**Gate-type map**

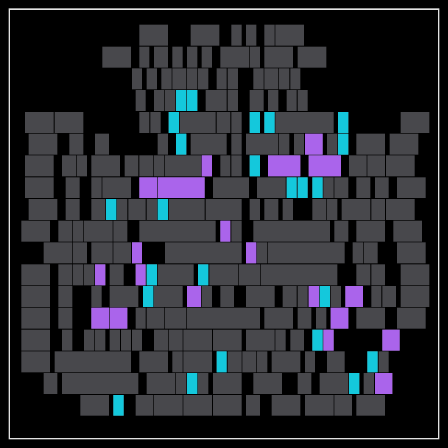
**Clock wiring as the flow saved it**

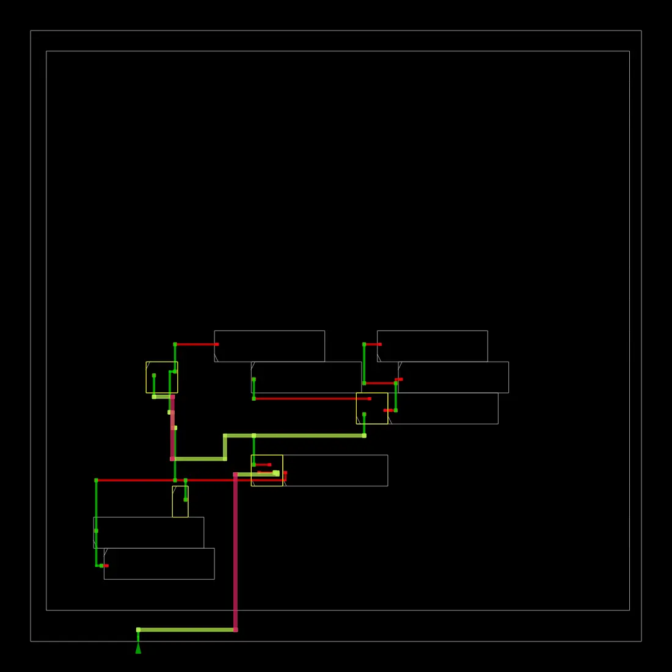
<file path="src/rtl/seg7_scan_driver_if.sv">
// Display bus between the digit source and the seven-segment scan driver.
// The driver takes the digit codes and decimal-point requests, and returns the enables and segments.
interface seg7_scan_driver_if;
  logic [31:0] number;
  logic [7:0]  dp_list;
  logic [7:0]  select;
  logic [6:0]  seg7;
  logic        dp;

  modport master (output number, output dp_list, input select, input seg7, input dp);
  modport slave  (input number, input dp_list, output select, output seg7, output dp);
endinterface

</file>
<file path="src/rtl/seg7_scan_driver.sv">
// Multiplexed 8-digit seven-segment driver: registered one-cold digit ring advanced every CLK_DIV clks,
// combinational digit mux and hex decoder (zero latency from number/dp_list to seg7/dp); no backpressure.
module seg7_scan_driver #(
  parameter int unsigned CLK_DIV = 1
) (
  input  logic               clk,
  input  logic               rst_n,
  seg7_scan_driver_if.slave  bus
);

  localparam logic [15:0] DWELL_LAST = 16'(CLK_DIV - 1);
  localparam logic [7:0]  SEL_FIRST  = 8'b1111_1110;

  logic [15:0] dwell;
  logic [7:0]  sel_q;
  logic        sel_ok;
  logic [3:0]  code;
  logic        dp_mux;
  logic [6:0]  seg;

  always_comb begin
    sel_ok = 1'b0;
    for (int i = 0; i < 8; i++) begin
      if (sel_q == ~(8'b1 << i)) sel_ok = 1'b1;
    end
  end

  always_ff @(posedge clk or negedge rst_n) begin
    if (!rst_n) begin
      sel_q <= SEL_FIRST;
      dwell <= 16'd0;
    end else if (dwell >= DWELL_LAST) begin
      dwell <= 16'd0;
      // A corrupted ring is resynchronised to digit 0 rather than rotated.
      sel_q <= sel_ok ? {sel_q[6:0], sel_q[7]} : SEL_FIRST;
    end else begin
      dwell <= dwell + 16'd1;
    end
  end

  always_comb begin
    code   = 4'h0;
    dp_mux = 1'b0;
    case (sel_q)
      8'b1111_1110: begin code = bus.number[3:0];   dp_mux = bus.dp_list[0]; end
      8'b1111_1101: begin code = bus.number[7:4];   dp_mux = bus.dp_list[1]; end
      8'b1111_1011: begin code = bus.number[11:8];  dp_mux = bus.dp_list[2]; end
      8'b1111_0111: begin code = bus.number[15:12]; dp_mux = bus.dp_list[3]; end
      8'b1110_1111: begin code = bus.number[19:16]; dp_mux = bus.dp_list[4]; end
      8'b1101_1111: begin code = bus.number[23:20]; dp_mux = bus.dp_list[5]; end
      8'b1011_1111: begin code = bus.number[27:24]; dp_mux = bus.dp_list[6]; end
      8'b0111_1111: begin code = bus.number[31:28]; dp_mux = bus.dp_list[7]; end
      default:      begin code = 4'h0;              dp_mux = 1'b0;           end
    endcase
  end

  // Segment order is abcdefg, MSB first.
  always_comb begin
    seg = 7'b000_0000;
    case (code)
      4'h0: seg = 7'b111_1110;
      4'h1: seg = 7'b011_0000;
      4'h2: seg = 7'b110_1101;
      4'h3: seg = 7'b111_1001;
      4'h4: seg = 7'b011_0011;
      4'h5: seg = 7'b101_1011;
      4'h6: seg = 7'b101_1111;
      4'h7: seg = 7'b111_0000;
      4'h8: seg = 7'b111_1111;
      4'h9: seg = 7'b111_1011;
      4'hA: seg = 7'b111_0111;
      4'hB: seg = 7'b001_1111;
      4'hC: seg = 7'b100_1110;
      4'hD: seg = 7'b011_1101;
      4'hE: seg = 7'b100_1111;
      default: seg = 7'b000_0000;
    endcase
  end

  assign bus.select = sel_q;
  assign bus.seg7   = seg;
  assign bus.dp     = dp_mux;

endmodule

</file>
<file path="src/flat_wrapper.sv">
// flat-port wrapper written by rule: the top's interface ports become plain ports
module seg7_scan_driver_flat 
#(
  parameter int unsigned CLK_DIV = 1
)
  (clk, rst_n, bus_number, bus_dp_list, bus_select, bus_seg7, bus_dp);
  seg7_scan_driver_if bus_i ();
  input  logic clk;
  input  logic rst_n;
  input wire logic [$bits(bus_i.number)-1:0] bus_number;
  input wire logic [$bits(bus_i.dp_list)-1:0] bus_dp_list;
  output wire logic [$bits(bus_i.select)-1:0] bus_select;
  output wire logic [$bits(bus_i.seg7)-1:0] bus_seg7;
  output wire logic [$bits(bus_i.dp)-1:0] bus_dp;
  assign bus_i.number = bus_number;
  assign bus_i.dp_list = bus_dp_list;
  assign bus_select = bus_i.select;
  assign bus_seg7 = bus_i.seg7;
  assign bus_dp = bus_i.dp;
  seg7_scan_driver #(.CLK_DIV(CLK_DIV)) u_core (.clk(clk), .rst_n(rst_n), .bus(bus_i));
endmodule
</file>
<file path="config.mk">
export PLATFORM = sky130hd
export DESIGN_NAME = seg7_scan_driver_flat
export DESIGN_NICKNAME = d
export VERILOG_FILES = /design/src/rtl/seg7_scan_driver_if.sv /design/src/rtl/seg7_scan_driver.sv /design/src/flat_wrapper.sv
export SDC_FILE = /design/constraint.sdc
export NUM_CORES = 1
export LEC_CHECK = 0
export ABC_AREA = 1
export CAP_MARGIN = 0
export CORE_MARGIN = 1
export CORE_UTILIZATION = 44
export CTS_CLUSTER_SIZE = 8
export DETAILED_ROUTE_END_ITERATION = 10
export PLACE_DENSITY = 0.95
export RECOVER_POWER = 100
export SLEW_MARGIN = 10
export SYNTH_ARGS = -nofsm -noshare
export SYNTH_HDL_FRONTEND = slang
export SYNTH_SLANG_ARGS = --single-unit
</file>
<file path="constraint.sdc">
create_clock -name clk -period 8.65 [get_ports clk]
set_clock_uncertainty 0.2 [all_clocks]
set_input_delay 2.595 -clock clk [delete_from_list [all_inputs] [get_ports clk]]
set_output_delay 2.595 -clock clk [all_outputs]
set_load 0.005 [all_outputs]
</file>
==> metrics.cfg <==
[synthesis]
mux_area_frac = 0
synth.avg_cell_area_um2 = 6.20
compound_area_frac = 0.0172
ys.warnings.count = 0
synth-simple-area-share = 0.626
floorplan.nets = 237
synth-seq-cells = 8
syn_area_um2 = 1170
syn_inst = 188
ys_chip_area_um2 = 1170
xor_area_frac = 0
yosys_cells = 188
fa_ha_area_frac = 0.0751
synth_cell_types = 23
synth.logic.top_family = simple AND/OR/NAND/NOR gates
ys_seq_frac = 0.179

[pwr]
pwr-share-comb = 0.372
power.total_uw = 112
static-leakage-power_nw = 0.908
power.net_switching_uw = 30.8
switching_share = 0.275
intPower_uw = 81.4
ir_drop_mv = 0.0847
power_density_nw_per_um2 = 64.6
seq_power_share = 0.333
clkPwrFrac = 0.295

[global_routing]
met2_usage = 0.475
use_met1 = 0.302
grt_pass1_wl_um = 5290
grtUsageMet3 = 0.0431
grt_most_used_layer = met2
antenna_found_initial = 0
groute.usage.overall = 0.256
grt_overflow = 0
grt_pass1_vias = 1293
grt_max_degree = 24

[clock_tree]
cts_tree = built
clk_pin_slew_ps = 70
ctsHoldBuffers = 0
root_buffer = clkbuf_4
cts.sinks = 8
cts_setup_buffers = 0
clock_path_buffers = 2
cts_htree_levels = 1
cts_resized = 0

[placement]
gp_congestion = 0.954
post-place-cells = 272
place_area_um2 = 1740
dpl.hpwl_um = 2650
place_ws_ps = 1280
port_buffers = 57

[final_timing]
hold_viol_final = 0
fin_ws_ps = 1100
relSlewSlack = 0.0421
timing.hold.ws_ps = 465
fin_tns_setup_ps = 0
drv_slew = 0
fmax_mhz = 132
finalSetupViolations = 0
tightest_slew_ps = 1430
fin_crit_ps = 7550
fin_crit_sh = 0.873
rsz0062_at_grt = false

[run]
drv_cap = 0
tool_warnings = 32

[floorplan]
die_x_um = 53.5
ios = 58
rows = 18
die_area_um2 = 2860
die_y_um = 53.5
coreArea_um2 = 2500
fp-utilization = 0.466

[run_status]
status = completed

[route]
highest_layer = met4
drt_iter0_markers = 24
wl_met2_um = 1640
routed_wl_um = 3310
met1_length_um = 1470
first_pass_iters = 6
antenna_left = 0
routed_via_density = 5.06
drc = 0
routedWlPerCell_um = 12.0
num_vias = 1396
wl_met3_um = 184

[setup_path]
r2r-start = u_core.bus.select[6]
critPathLaunchType = primary input
crit_arrival_ps = 4750
crit_fanout = 5
end_kind = output port
worstRegToRegCells = 6
worstPathRequired_ps = 5860
crit_start = bus_number[9]
crit_type = primary input to output port

[min_path]
hp-start = u_core.bus.select[5]
min_path_type = register to register
holdPathStages = 3

[cells_and_area]
areaGrowthSynthToFinish_pct = 48.9
final_util = 0.695
finalNetCount = 296
fin_area_um2 = 1740
nFillCells = 228
layout_top_cells = nand2_1 (70), clkdlybuf4s50_1 (47), nand3_1 (38), inv_1 (22), dlygate4sd3_1 (10)
drive_above_1_share = 0.114
antennaDiodeCount = 0
largest_reg_flops = 8

## Picture notes: 'gate-type map'
family	color	cells
NOR gates	purple	20
inverters	cyan	24
Final Instance Count excl. Fillers: 276
combinational share of cell area: 0.463
Top cell excl fill/tap: nand2_1

## Picture notes: 'clock wiring as the flow saved it'
Latency at later pin: 270 ps
Inserted Clock Buffers: 3
final-layout clock buffer total: 4

==> cell usage after synthesis, drive strengths merged <==
library cell | number | area [um2]
buf | 3 | 30.0
o21ai | 2 | 10.0
nand3b | 1 | 7.51
dfrtp | 1 | 25.0
dfstp | 7 | 184
nor3 | 2 | 21.3
nand3 | 41 | 220
ha | 7 | 87.6
nor2 | 18 | 126
a21oi | 2 | 10.0
nand2 | 79 | 348
inv | 24 | 90.1
nand4 | 1 | 6.26
==> worst max-delay path, stage by stage <==
cell,delay (ps)
clkdlybuf4s50_1,450
nand3_1,70
nand2_1,150
nor2_1,50
nand2_1,160
inv_1,120
ha_1,280
inv_1,80
nand2_1,70
nand2_1,60
nand2_1,50
nand2_1,60
dlygate4sd3_1,560
==> final timing paths <==
| path | slack [ps] | endpoint |
|---|---|---|
| setup / recovery | 1100 | bus_seg7[3] |
| hold / removal | 460 | u_core.bus.select[5] |
| setup reg to reg | 6050 | u_core.bus.select[0] |
| hold reg to reg | 460 | u_core.bus.select[5] |
| max in group asynchronous | 5450 | u_core.bus.select[3] |
| min in group asynchronous | 2470 | u_core.bus.select[0] |
==> area by class of cell <==
| class | instances | area (um2) | share of cell area |
|---|---|---|---|
| inverter | 24 | 90.1 | 0.0519 |
| tap | 30 | 37.5 | 0.0216 |
| timing repair buffer | 57 | 571 | 0.329 |
| sequential | 8 | 209 | 0.120 |
| clock buffer | 4 | 26.3 | 0.0151 |
| multi-input combinational | 153 | 803 | 0.463 |
==> power by group through the flow <==
stage          clock network [mW]  registers [mW]  logic (mW)
5_1_grt                    0.0358          0.0374      0.0462
3_5_place_dp                    0          0.0381      0.0428
3_3_place_gp                    0          0.0381      0.0422
4_1_cts                    0.0319          0.0376      0.0431
6_report                   0.0331          0.0374      0.0418
2_1_floorplan                   0          0.0382      0.0145
Power is estimated from default activity; no workload was simulated.
